Fig. 1: wire density map
Drawn at 3 px/um. The die is cut into 16 by 12 equal tiles; dark purple is low, yellow is high, scaled to the fullest tile. Values are wire area over tile area, all layers added.
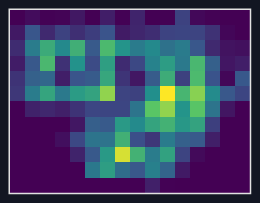
Fig. 2: clock routing
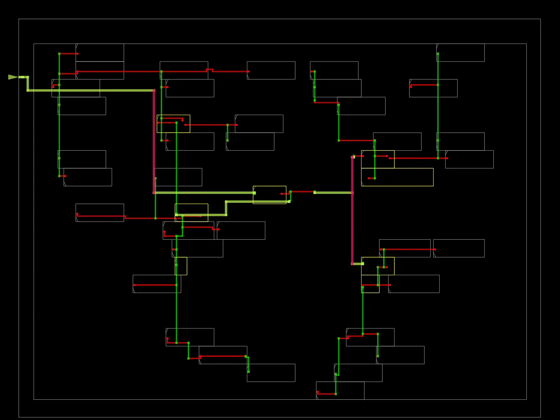
Design uart_rx_deframer, sky130hd; sources not shown.
==> results.txt <==
yosys + openroad results -> die width approximately 80 um, post-route worst setup slack -0.0781 ns, Port Buffers 13, FILL cells 392, # IOs 14, Final Util 48.1%, gr ovfl total 0, dpl cell area 0.00177 mm^2, Post-synth EDFFs 0, Pleak 0.750 nW, cell area after layout 0.00197 mm^2, final setup fails 10, critical path endpoint category register, max reg flops 10, PnR Total Power between 1 and 1.5 mW, met3 usage 4.02%, postcts setup bufs 0, die footprint 0.00487 mm^2, Hold Vio Cnt, Final 0, R2R setup slack -0.08 ns, crit path launch type register, Clock transition at path regs approximately 0.070 ns, WP data arrival 2.15 ns, most common cell in the netlist dfxtp_1, cell depth of the worst hold path 1, failing checks negative setup slack, chip height 60.9 um, top_reg_cell synth dfxtp_1, most frequent cells in the layout dfxtp_1 (31), nor2_1 (29), nand2_1 (21), clkdlybuf4s50_1 (13), a21oi_1 (11), post-route ant nets 0, highest routed layer met4, Net Count, Synth between 150 and 200, Clock Latency Late Sink approximately 0.28 ns, status complete, but fails checks, TritonCTS clock tree done, Max-slew headroom 76.7%, global-route track usage on met2 approximately 20%, flip-flop and latch area 727 um^2, Max IR drop VDD 365 uV
Back to the opening pictures, Fig. 1:
nearly empty tiles: 30%
mean over tiles: 0.097
tiles over half the peak: 18%
densest ninth of the die: center
emptiest ninth of the die: south-west
Routed WL: 3030 um
vias: 1221
All-Layer GR Usage: 12.9%

Back to the opening pictures, Fig. 2:
CLK BUF: 5
Flops: 36
Num CTS Buffers: 5

critical path: stages (launching register included):
cell and delay (ns):
dfxtp_2 0.33, inv_2 0.04, ha_1 0.12, or3b_4 0.39
nor3_4 0.20, buf_4 0.16, buf_6 0.10, nand4_4 0.11
buf_8 0.18, mux2i_1 0.17, nor2_1 0.05
power breakdown:
part	total, mW	switching [mW]	internal [mW]	leakage (nW)
Combinational	0.0320	0.0183	0.0137	0.403
Sequential	0.761	0.00455	0.757	0.293
Clock	0.651	0.263	0.388	0.0541
cells by family after synthesis:
| group | synth area share, % |
|---|---|
| buffers and inverters | 3.39 |
| DFF | 47.7 |
| xor gates and xnor gates | 4.64 |
| AOI/OAI and AO/OA | 9.02 |
| adders and majority gates | 3.31 |
| muxes | 5.96 |
| and+or+nand+nor | 26.0 |
Power is estimated from default activity; no workload was simulated.
